Design gravity_sequencer, sky130hd; sources not shown.
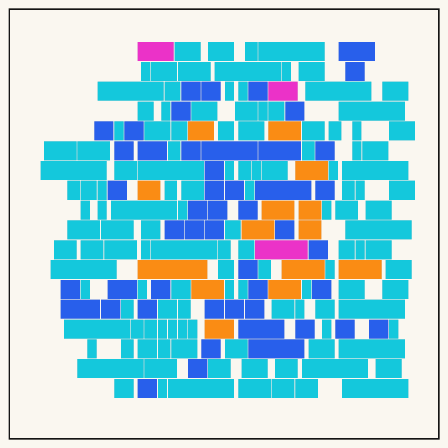
sizing.png
| size | color | cells | share |
|---|---|---|---|
| x6 and larger | magenta | 3 | 1.5% |
| x2 | orange | 14 | 7.2% |
| x3 and x4 | blue | 49 | 25% |
| x1 and smaller | cyan | 129 | 66% |
count of plain and timing-repair buffers: 61
area delta synth->final: 54.5%
setup ws final: -0.0764 ns

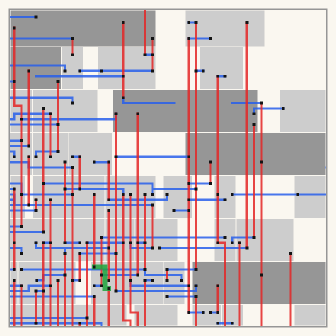
closeup.png
Window x 34 to 54, y 34 to 54 µm. Cells in gray, sequential cells in the stronger gray; small squares are vias.
| layer | color |
|---|---|
| M2 | red |
| M1 | blue |
| M3 | green |
most frequent: nand2_1 (5), clkdlybuf4s50_1 (5), buf_4 (5)
cells with their middle in the window: 32
sequential cells in the window: 4

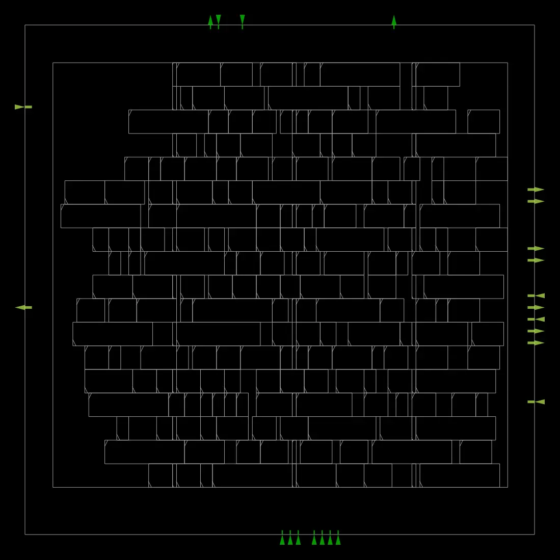
placed.png
Final Non-Filler Cells: 225
tap cell count: 30
fraction of area in registers: 25.9%
utilization after layout: 75.4%

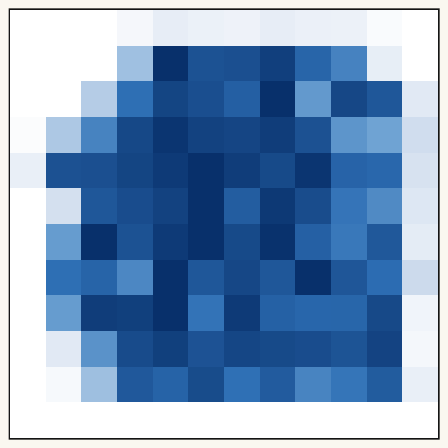
util_map.png
12 x 12 tiles, from white (low) to dark blue (high), 0 to 100% covered.
nearly empty tiles: 19%
fullest tile: 100%
tiles over 75% full: 49%
emptiest ninth of the die: north-west
Core Density at Floorplan: 48.8%
core region area: 2570 µm²

==> impl_metrics.toml <==
# generated from flow reports
[pwr]
p_leak_nw = 0.912
vdd_ir_drop_max_mv = 0.641
net_sw_power_uw = 508

[setup_path]
worstPathBufferInverterCount = 0
timing.critical_path.max_delay_family = "AND-OR/OR-AND gates"
slowest_stage = "sky130_fd_sc_hd__dfrtp_2"
startpoint_type = "flip-flop"
reg2regPathDepth = 7

[synth]
synth.cellmix.compoundShare_pct = 20.0
post-synth-top-count-cell = "sky130_fd_sc_hd__dfrtp_1"
synth.ff_latch_count = 20
yosysSeqAreaShare_pct = 40.0
syn_inst = 132
xor_share_pct = 4.20
yosys_most_used_dff = "sky130_fd_sc_hd__dfrtp_1"

[cells_and_area]
drive_above_1_share_pct = 33.8
finish.net_count = 216
mi_logic_area_um2 = 808
num-fill-cells = 171

[cts]
cts_sinks = 20
clockBufferDepth = 2
cts_inserted_buffers = 3

[timing]
timing_max_transition_violations_final = 0
clock.fmax_mhz = 516
worstMarginPinSlew_ns = 0.344
timing.final.setup_violations = 6
postLayoutSetupSlackWorst_ns = -0.0764
fin_tns_setup_ns = -0.170

[route]
final_antenna_net_count = 0
avgViaCountPerCell = 5.52
avgRoutedWirePerCell_um = 15.3

[floorplan]
placementRows = 18

[status]
violations_in_the_final_reports = "negative setup slack"
run_status = "finished with violations"

[flow_run]
drv_cap = 0
[worst reg2reg max path, cell delays in order, from the launching register on]
cell	delay (ns)
sky130_fd_sc_hd__dfrtp_2	0.45
sky130_fd_sc_hd__xor2_2	0.17
sky130_fd_sc_hd__nor4_4	0.33
sky130_fd_sc_hd__a31o_4	0.28
sky130_fd_sc_hd__nor4_4	0.07
sky130_fd_sc_hd__a211oi_2	0.28
sky130_fd_sc_hd__a211o_1	0.18
sky130_fd_sc_hd__o211ai_2	0.08
[what timing repair did]
action | CTS | global route
setup endpoints to repair | 12 | 11
hold endpoints to repair | 0 | 0
gates resized | 11 | 12
cloned | 0 | 0
pin swaps | 8 | 6
buffers inserted | 4 | 5
[power groups by stage]
stage	registers (mW)	logic [mW]	clock network, mW
detailed placement	0.513	0.629	0
finish	0.506	0.653	0.266
global route	0.514	0.718	0.292
floorplan	0.527	0.298	0
global placement	0.508	0.608	0
CTS	0.506	0.632	0.268
[final cells by class]
cell class                      instances  share of cell area, %
Inverter                                7                   1.36
Multi-Input combinational cell        103                   41.8
Sequential cell                        20                   25.9
Tap cell                               30                   1.94
Timing Repair Buffer                   61                   27.1
Clock buffer                            4                   1.87
[metrics by stage]
step | util, % | setup slack [ns] | hold WS [ns]
after floorplan | - | -0.0146 | 0.336
after global placement | 68.3 | -0.412 | 0.460
after detailed placement | 68.3 | -0.470 | 0.473
after CTS | 72.2 | -0.0535 | 0.395
after global routing | 75.4 | -0.197 | 0.395
final | 75.4 | -0.0764 | 0.375
[routing by layer]
metal	vias to the layer above	global-route usage (%)	wire [µm]
met5	-	0	0
met4	0	5.18	48
met3	7	3.29	183
met2	38	38.0	1760
met1	597	26.0	1460
li1	601	-	-
